### src/rtl/rotator_pkg.sv
// Shared encodings for the iterative rotator: FSM states and direction values.
package rotator_pkg;

  typedef enum logic [1:0] {
    IDLE = 2'b00,
    ROT  = 2'b01,
    HOLD = 2'b10
  } state_e;

  localparam logic LEFT  = 1'b1;
  localparam logic RIGHT = 1'b0;

endpackage

### src/rtl/rot1_lr.sv
// Combinational single-position rotator.
// Left moves the MSB into the LSB; right moves the LSB into the MSB.
module rot1_lr
  import rotator_pkg::*;
#(
  parameter int WIDTH = 8
) (
  input  logic [WIDTH-1:0] d,
  input  logic             lr,
  output logic [WIDTH-1:0] q
);

  // One-step rotate in the requested direction
  always_comb begin
    q = {d[0], d[WIDTH-1:1]};
    if (lr == LEFT) q = {d[WIDTH-2:0], d[WIDTH-1]};
  end

endmodule

### src/rtl/seq_rotator_lr.sv
// Iterative valid/ready rotator: one bit position per clock.
// The operand is captured on accept, rotated amt times by a single-step
// rotator, then held until the consumer takes it.
module seq_rotator_lr
  import rotator_pkg::*;
#(
  parameter int WIDTH = 8,
  parameter int AMT_W = $clog2(WIDTH)
) (
  input  logic             clk,
  input  logic             reset,
  input  logic             in_valid,
  output logic             in_ready,
  input  logic [WIDTH-1:0] a,
  input  logic             lr,
  input  logic [AMT_W-1:0] amt,
  output logic             out_valid,
  input  logic             out_ready,
  output logic [WIDTH-1:0] y
);

  state_e           state_q, state_d;
  logic [WIDTH-1:0] data_q,  data_d;
  logic [AMT_W-1:0] cnt_q,   cnt_d;
  logic             dir_q,   dir_d;
  logic [WIDTH-1:0] rot_step;

  // Single-step rotation of the working register
  rot1_lr #(.WIDTH(WIDTH)) u_rot1 (
    .d  (data_q),
    .lr (dir_q),
    .q  (rot_step)
  );

  assign in_ready  = (state_q == IDLE) & ~reset;
  assign out_valid = (state_q == HOLD);
  assign y         = data_q;

  // Next-state logic: capture on accept, step while counting down, hold for hand-off.
  // cnt_q counts the remaining steps; amt >= WIDTH simply takes more steps,
  // which yields the mod-WIDTH result without any wrap in the counter.
  always_comb begin
    state_d = state_q;
    data_d  = data_q;
    cnt_d   = cnt_q;
    dir_d   = dir_q;
    case (state_q)
      IDLE: begin
        if (in_valid && in_ready) begin
          data_d  = a;
          dir_d   = lr;
          cnt_d   = amt;
          state_d = (amt == '0) ? HOLD : ROT;
        end
      end
      ROT: begin
        data_d = rot_step;
        cnt_d  = cnt_q - AMT_W'(1);
        if (cnt_q == AMT_W'(1)) state_d = HOLD;
      end
      HOLD: begin
        if (out_ready) state_d = IDLE;
      end
      default: state_d = IDLE;
    endcase
  end

  // State and datapath registers, cleared asynchronously
  always_ff @(posedge clk or posedge reset) begin
    if (reset) begin
      state_q <= IDLE;
      data_q  <= '0;
      cnt_q   <= '0;
      dir_q   <= RIGHT;
    end else begin
      state_q <= state_d;
      data_q  <= data_d;
      cnt_q   <= cnt_d;
      dir_q   <= dir_d;
    end
  end

endmodule

### config.mk
export PLATFORM = sky130hd
export DESIGN_NAME = seq_rotator_lr
export DESIGN_NICKNAME = d
export VERILOG_FILES = /design/src/rtl/rotator_pkg.sv /design/src/rtl/rot1_lr.sv /design/src/rtl/seq_rotator_lr.sv
export SDC_FILE = /design/constraint.sdc
export NUM_CORES = 1
export LEC_CHECK = 0
export CELL_PAD_IN_SITES_DETAIL_PLACEMENT = 1
export CELL_PAD_IN_SITES_GLOBAL_PLACEMENT = 2
export CORE_MARGIN = 4
export CORE_UTILIZATION = 28
export DETAILED_ROUTE_END_ITERATION = 16
export GPL_TIMING_DRIVEN = 0
export MAX_ROUTING_LAYER = met4
export PLACE_DENSITY_LB_ADDON = 0.1
export SYNTH_ARGS = -nofsm -noshare
export SYNTH_HDL_FRONTEND = slang
export SYNTH_HIERARCHICAL = 1
export SYNTH_SLANG_ARGS = --single-unit
### constraint.sdc
create_clock -name clk -period 1.6 [get_ports clk]
set_clock_uncertainty 0.2 [all_clocks]
set_input_delay 0.16 -clock clk [delete_from_list [all_inputs] [get_ports clk]]
set_output_delay 0.16 -clock clk [all_outputs]
set_load 0.02 [all_outputs]
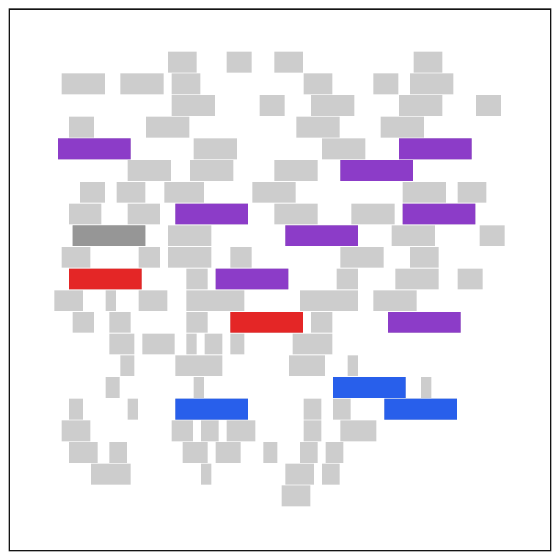
Fig. 1. Sequential cells grouped by signal name (run 1).
name in the netlist	color	placed flops
y	purple	8
state_q	red	2
cnt_q	blue	3
not colored	1
register share of the cell area: 25.8%
Sequential Area: 350 um^2
Final Core Density: 40.0%
Seq. pwr: 0.703 mW

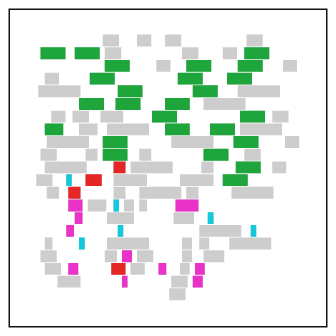
Fig. 2. Gate-type map (run 1).
family	color	cells
inv cells	cyan	6
non-inverting ao/oa cells	red	4
mux cells	green	25
nor cells	magenta	10
Layout Cells excl Fill: 152
highest-count logic cell in the final layout: mux2_4
logic gate fraction of the total cell area: 42.7%

==> run notes, run 1 <==
- **Inserted Clock Buffers** 3
- **cell repeated most along the worst path** mux2_4
- **number of levels the H-tree was split into** 1
- **number of buffer and inverter stages on the critical path** 1
- **area of the mapped netlist** 1000 um^2
- **area of the synthesized netlist per yosys stat** 1000 um^2
- **cells after synthesis** 75
- **total of hold buffers inserted after clock tree synthesis** 0
- **detailed-placement wirelength estimate** 1.69 mm
- **cells along the critical path** buf_6 > mux2_4 > mux2_4 > mux2_4
- **post-detailed-route DRC marker count** 0
- **global-route wire length before repair** 3.80 mm
- **antenna diode count** 0
- **final count of negative-setup-slack endpoints** 8
- **fraction of the cycle the final worst path needs** 105%
- **area growth from synthesis to layout** 35.7%
- **die width** 67.8 um
- **cells on worst reg2reg path** 4
- **placed standard-cell area** 0.00131 mm^2
- **effective utilization at floorplan** 29.5%
- **share of synthesized registers carrying an async set or reset** 100%
- **Avg Synthesized Cell Area** 13.3 um^2
- **outcome** finished, violations left
- **data arrival time at the worst-slack endpoint** 1.64 ns
- **crit-path max cell delay** 0.40 ns
- **count of unique library cells instantiated by Yosys** 24
- **failing checks** setup timing
- **WL/cell** 14.8 um
- **sequential fraction of the synthesis area** 35.0%
- **TritonCTS clock tree** done
- **number of antenna violations at the first check in global routing** 0
- **number of warnings in the stage logs** 30
- **worst-margin pin slew** 0.574 ns
- **LEAKAGE** 0.651 nW
- **post-layout worst setup margin** -0.0721 ns
- **initial drt markers** 5
- **Max-slew headroom** 61.7%
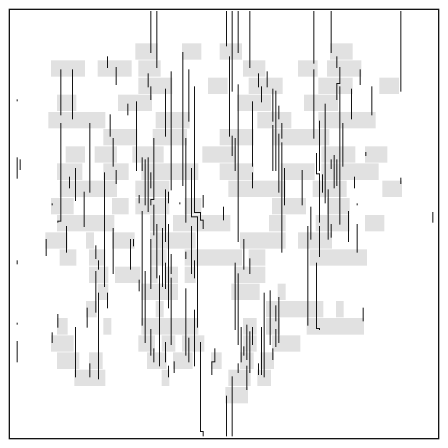
Fig. 3. Metal 2 (run 1).
Cells faint in the background.
main direction	vertical
nets with wire on the layer	115
longest straight run	24.8 um
share of all routed wire	45%
wire length on this layer	1000 um
routed wire length: 2.24 mm
routed vias: 700

run 1: layer usage:
layer	part of all wire [%]	routed length, um	track usage (%)	vias up
li1	-	-	-	332
met5	0	0	-	-
met4	0.67	15	2.28	0
met1	50	1130	14.9	350
met2	45	1000	17.1	16
met3	4.0	90	4.16	2
run 1: timing repair:
action                                  CTS  global route
pin swaps                                 1             0
endpoints found under the setup margin   18            11
endpoints found under the hold margin     0             0
resized                                  16             3
setup buffers                             2             0
run 1: final cells by class:
class | instances | area [um^2]
Buffer | 4 | 50.0
Multi-Input combinational cell | 51 | 579
Fill cell | 377 | 2030
Sequential cell | 14 | 350
Timing Repair Buffer | 27 | 260
Clock buffer | 4 | 36.3
Tap cell | 46 | 57.6
Inverter | 6 | 22.5
run 1: registers in the layout (all words and copies together), names as in the netlist:
name     flops
state_q      2
y            8
dir_q        1
cnt_q        3
run 1: cell usage in the layout, fill, tap and decap left out:
cell type	count
nor2b_1	4
ha_1	2
a21oi_1	1
clkbuf_8	1
nand2b_4	1
a21oi_4	1
dfrtp_1	14
a211oi_1	1
nor2_1	1
a32o_1	1
o22ai_1	2
mux2_4	24
mux2_2	1
a32oi_1	1
clkbuf_4	3
buf_2	1
nor2b_4	1
inv_1	5
buf_4	3
a31oi_1	2
buf_12	2
a21o_1	2
dlygate4sd2_1	8
nor3_1	3
or3_1	1
buf_6	2
o22a_1	1
nor2b_2	1
inv_2	1
clkdlybuf4s50_1	15
run 1: through the flow:
step,TNS [ns],power [mW]
global route,-0.861,3.18
global placement,-3.13,2.69
floorplan,-0.0715,2.21
detailed placement,-3.35,2.73
finish,-0.451,2.96
CTS,-0.609,3.01
run 1: final timing paths:
kind	from	to	slack, ns
hold / removal	reset	state_q[0]	0.11
setup / recovery	dir_q	y[2]	-0.07
hold reg to reg	dir_q	dir_q	0.34
min in group clk	lr	dir_q	0.29
setup reg to reg	dir_q	y[2]	-0.07
max in group asynchronous	reset	state_q[1]	0.71
run 1: report_power, final:
group | switching [mW] | internal [mW]
registers | 0.165 | 0.538
clock network | 0.123 | 0.138
logic | 0.775 | 1.22
total | 1.06 | 1.90
run 1: kinds of logic after synthesis:
kind of cell               Yosys count  synth area share (%)
DFF                                 14                  35.0
and+or+nand+nor                     12                  8.38
buffers and inverters               10                  7.26
adders and majority gates            2                  2.50
muxes                               25                  37.2
AOI/OAI and AO/OA                   12                  9.64
--- run 2 (diff from run 1) ---
--- a/config.mk
+++ b/config.mk
@@ -8,12 +8,11 @@
 export CELL_PAD_IN_SITES_DETAIL_PLACEMENT = 1
 export CELL_PAD_IN_SITES_GLOBAL_PLACEMENT = 2
 export CORE_MARGIN = 4
-export CORE_UTILIZATION = 28
+export CORE_UTILIZATION = 24
 export DETAILED_ROUTE_END_ITERATION = 16
 export GPL_TIMING_DRIVEN = 0
 export MAX_ROUTING_LAYER = met4
 export PLACE_DENSITY_LB_ADDON = 0.1
 export SYNTH_ARGS = -nofsm -noshare
 export SYNTH_HDL_FRONTEND = slang
-export SYNTH_HIERARCHICAL = 1
 export SYNTH_SLANG_ARGS = --single-unit
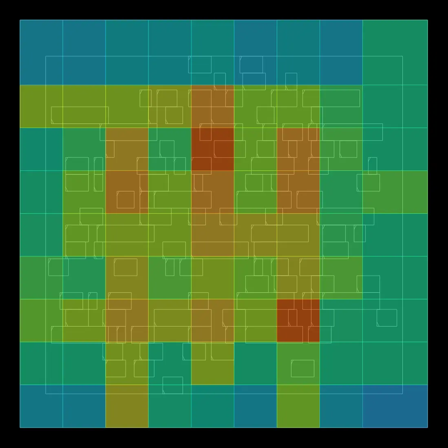
Fig. 4. Track usage over the die (run 2).
WL/cell: 15.3 um
GR Util met2: 16.8%
global-route track usage on met1: 16.1%

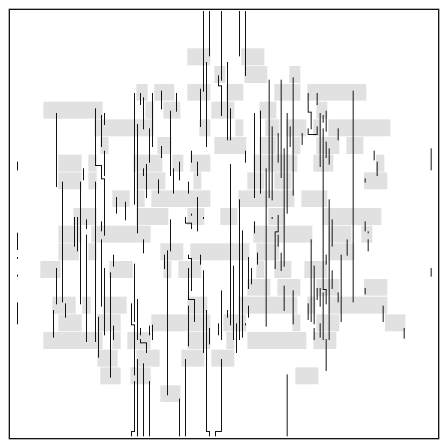
Fig. 5. Metal 2 (run 2).
Cells faint in the background.
longest straight run	32.3 um
wire length on this layer	1060 um
nets with wire on the layer	110
main direction	vertical
routed vias: 707
routed wire length: 2.32 mm

==> run notes, run 2 <==
- **outcome** complete, no violations
- **cells on worst reg2reg path** 4, unchanged
- **share of synthesized registers carrying an async set or reset** 100%, unchanged
- **CP Capture Point** dir_q
- **final count of negative-setup-slack endpoints** 0, -8
- **length of routed met2 wiring** 1.06 mm, +5.9%
- **number of antenna violations at the first check in global routing** 0, unchanged
- **yosys aoi share** 17.6%, +7.9 points
- **Met3 Wirelength** 94 um, +4.4%
- **post-detailed-route DRC marker count** 0, unchanged
- **Max-slew headroom** 60.5%, -1.2 points
- **R2R Path End** dir_q
- **number of warnings in the stage logs** 28, -6.7%
- **slack of the worst reg-to-reg path** 0.01 ns, +0.08 ns
- **highest routed layer** met4
- **antenna diode count** 0, unchanged
- **Final Core Density** 37.9%, -2.1 points
- **Layout Cells excl Fill** 152, unchanged
- **cells after synthesis** 73, -2.7%
- **Synth logic family** AND-OR/OR-AND gates
- **post-layout worst setup margin** 0.00962 ns, +0.0818 ns
- **worst-margin pin slew** 0.592 ns, +0.0186 ns
- **area of the mapped netlist** 798 um^2, -20%
- **wire length on met1** 1.15 mm, +1.1%
- **clock network fraction of design power** 12.5%, +3.6 points
- **Avg Synthesized Cell Area** 10.9 um^2, -18%
- **die width** 65.7 um, -3.1%
- **internal portion of total power** 1.24 mW, -34%
- **sequential fraction of the synthesis area** 43.9%, +8.8 points
- **Inserted Clock Buffers** 3, unchanged
- **highest-count logic cell in the final layout** clkdlybuf4s50_1
- **Flop pwr share** 31.5%, +7.7 points
- **Adder Share, Synth** 3.13%, +0.63 points
- **flip-flop count of the largest register after layout** 8, unchanged
- **count of unique library cells instantiated by Yosys** 25, +4.2%
- **number of levels the H-tree was split into** 1, unchanged
- **TritonCTS clock tree** done
- **placed standard-cell area** 0.00110 mm^2, -16%
- **highest-count cells in the layout ignoring fill and taps** 15 x clkdlybuf4s50_1, 13 x dfrtp_1, 9 x nor2_1, 9 x a221o_1
- **area share of and/or/nand/nor cells after synthesis** 16.8%, +8.4 points
- **effective utilization at floorplan** 25.5%, -4.0 points
- **LEAKAGE** 0.570 nW, -12%
- **detailed-placement wirelength estimate** 1.60 mm, -5.6%
- **overall power after layout** 2.11 mW, -29%
- **Comb power frac** 55.9%, -12 points
- **Comb gate area** 410 um^2, -29%
## run 2: cell count changes after synthesis, sizes merged, moves of 2 or more
cell / previous run / this run
mux2: 25 / 1
a221o: 0 / 9
mux2i: 0 / 8
nor2: 1 / 9
nor2b: 6 / 1
nand2: 0 / 3
a21o: 2 / 0
a31oi: 2 / 0
o22ai: 2 / 0
## run 2: cells by family (layout without fill, tap and decap cells)
kind of cell    count (synthesis)  count (layout)
flops                          14              14
mux                             9               9
fa+ha+maj                       2               2
simple gates                   22              22
buf+inv                        10              45
compound gates                 16              16
## run 2: worst max-delay path, stage by stage (launching register included)
cell and delay (ns):
dfrtp_1 0.39, buf_6 0.14, nor4b_4 0.25, buf_4 0.18, mux2_2 0.33
## run 2: area by class of cell
cell class	count	share of cell area [%]
well taps	44	4.64
plain buffers	4	2.95
repair buffers	31	23.2
flip-flops and latches	14	29.6
multi-input cells	49	34.6
clock buffers	4	3.06
inverters	6	1.90
## run 2: power groups by stage
stage / Sequential [mW] / Clock [mW] / Combinational (mW)
after floorplan: 0.736 / 0 / 0.681
after global placement: 0.677 / 0 / 1.15
after detailed placement: 0.679 / 0 / 1.17
after CTS: 0.671 / 0.280 / 1.11
after global routing: 0.698 / 0.302 / 1.30
final: 0.666 / 0.265 / 1.18
## run 2: worst min path at each step
stage / from / to / cells past startpoint
2_1_floorplan: reset / cnt_q[0] / 1
3_3_place_gp: cnt_q[2] / cnt_q[2] / 2
3_5_place_dp: cnt_q[2] / cnt_q[2] / 2
4_1_cts: reset / state_q[0] / 2
5_1_grt: lr / dir_q / 2
6_report: reset / state_q[0] / 2
## run 2: layer usage
metal | vias to the layer above | GRT usage, %
li1 | 342 | -
met1 | 346 | 16.1
met2 | 17 | 16.8
met3 | 2 | 4.10
met4 | 0 | 3.11
met5 | - | -
## run 2: timing repair
item                                    CTS  global route
pin swaps                                 1             3
buffers inserted                          1             4
resized                                  18             7
gates cloned                              0             1
endpoints found under the setup margin   12            10
--- run 3 (diff from run 2) ---
--- a/config.mk
+++ b/config.mk
@@ -13,6 +13,7 @@
 export GPL_TIMING_DRIVEN = 0
 export MAX_ROUTING_LAYER = met4
 export PLACE_DENSITY_LB_ADDON = 0.1
+export REMOVE_ABC_BUFFERS = 1
 export SYNTH_ARGS = -nofsm -noshare
 export SYNTH_HDL_FRONTEND = slang
 export SYNTH_SLANG_ARGS = --single-unit
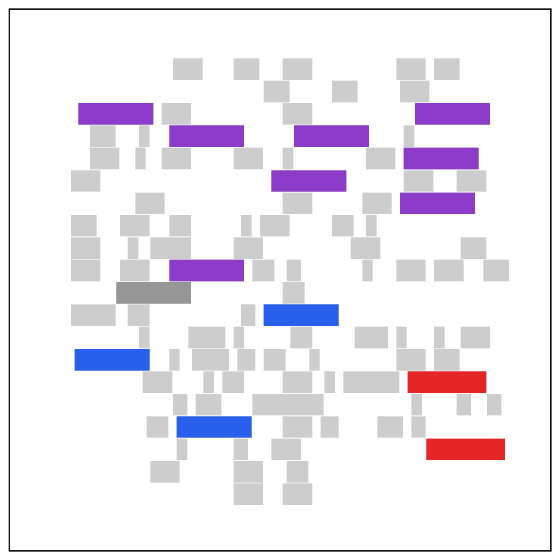
Fig. 6. Sequential cells grouped by signal name (run 3).
name in the netlist	color	placed flops
y	purple	8
cnt_q	blue	3
state_q	red	2
not colored	1
register share of the cell area: 30.6%
Final Core Density: 36.8%
Seq. pwr: 0.752 mW
Sequential Area: 353 um^2

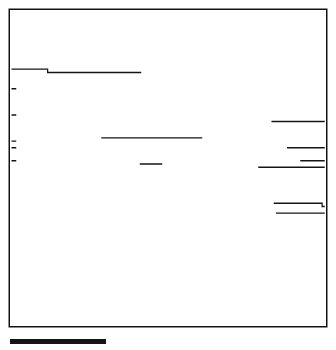
Fig. 7. Met3 routing (run 3).
The bar under the picture is 20 um long.
wire length on this layer	113 um
nets with wire on the layer	13
share of all routed wire	5.0%
longest straight run	20.7 um
routed vias: 704
routed wire length: 2.29 mm
GR Util met3: 4.10%

==> run notes, run 3 <==
- **outcome** complete, no violations
- **Avg Synthesized Cell Area** 10.9 um^2, unchanged
- **flip-flop count of the largest register after layout** 8, unchanged
- **number of antenna violations at the first check in global routing** 0, unchanged
- **highest-count cells in the layout ignoring fill and taps** 15 x clkdlybuf4s50_1, 12 x dfrtp_1, 9 x nor2_1, 9 x a221o_1
- **TritonCTS clock tree** done
- **number of levels the H-tree was split into** 1, unchanged
- **overall power after layout** 2.06 mW, -2.4%
- **share of synthesized registers carrying an async set or reset** 100%, unchanged
- **highest-count logic cell in the final layout** clkdlybuf4s50_1
- **sequential fraction of the synthesis area** 43.9%, unchanged
- **worst-margin pin slew** 0.588 ns, -0.00427 ns
- **WL/cell** 15.5 um, +1.3%
- **placed standard-cell area** 0.00107 mm^2, -3.2%
- **Max-slew headroom** 60.8%, +0.28 points
- **effective utilization at floorplan** 25.5%, unchanged
- **post-detailed-route DRC marker count** 0, unchanged
- **cells after synthesis** 73, unchanged
- **area of the mapped netlist** 798 um^2, unchanged
- **LEAKAGE** 0.551 nW, -3.2%
-- run 3: per-stage QoR --
step / setup slack [ns] / std cells / setup TNS (ns) / hold WS (ns)
after floorplan: -0.0819 / 69 / -0.0819 / -0.151
after global placement: -0.514 / 138 / -4.66 / 0.348
after detailed placement: -0.547 / 138 / -5.16 / 0.351
after CTS: 0.00128 / 145 / 0 / 0.218
after global routing: -0.0450 / 148 / -0.0649 / 0.268
final: 0.00688 / 148 / 0 / 0.201
-- run 3: path summary, 6_finish.rpt --
check	slack (ns)	endpoint	depth (start not counted)	start
max	0.007	dir_q	3	state_q[1]
min	0.20	cnt_q[0]	2	reset
max reg2reg	0.007	dir_q	3	state_q[1]
min reg2reg	0.36	cnt_q[2]	2	cnt_q[2]
max in group asynchronous	0.59	state_q[0]	2	reset
min in group clk	0.27	y[1]	2	a[1]
-- run 3: power groups by stage --
stage / Sequential (mW) / Combinational (mW) / Clock (mW)
2_1_floorplan: 0.798 / 0.549 / 0
6_report: 0.752 / 1.04 / 0.273
5_1_grt: 0.787 / 1.15 / 0.294
3_5_place_dp: 0.768 / 1.01 / 0
3_3_place_gp: 0.757 / 0.990 / 0
4_1_cts: 0.749 / 0.982 / 0.276
-- run 3: routing by layer --
layer  vias up  wire length [um]  track usage [%]
met5         -                 0                -
met2        15              1080             17.1
met4         0                19             3.11
met1       358              1070             15.6
met3         2               113             4.10
li1        329                 -                -
-- run 3: worst max-delay path: stages, from the launching register on --
cell and delay, ns:
dfrtp_2 0.49, nor4b_4 0.32, buf_4 0.18, mux2_4 0.29
-- run 3: repair_timing --
action | 4_1_cts | 5_1_grt
buffers inserted | 3 | 3
pin swaps | 1 | 1
endpoints found under the setup margin | 23 | 14
resized | 19 | 5
-- run 3: cell type report --
class	count	area (um^2)
multi-input cells	49	410
well taps	44	55.1
inverters	6	22.5
flip-flops and latches	14	353
clock buffers	4	36.3
fillers	371	1980
repair buffers	31	275
-- run 3: logic make-up (layout without fill, tap and decap cells) --
kind of cell    count (synthesis)  count (layout)  share of synthesized area, %
flops                          14              14                          43.9
fa+ha+maj                       2               2                          3.13
simple gates                   22              22                          16.8
mux                             9               9                          11.4
buf+inv                        10              41                          7.21
compound gates                 16              16                          17.6
No activity file was given, so power comes from the tool's default toggle rates.
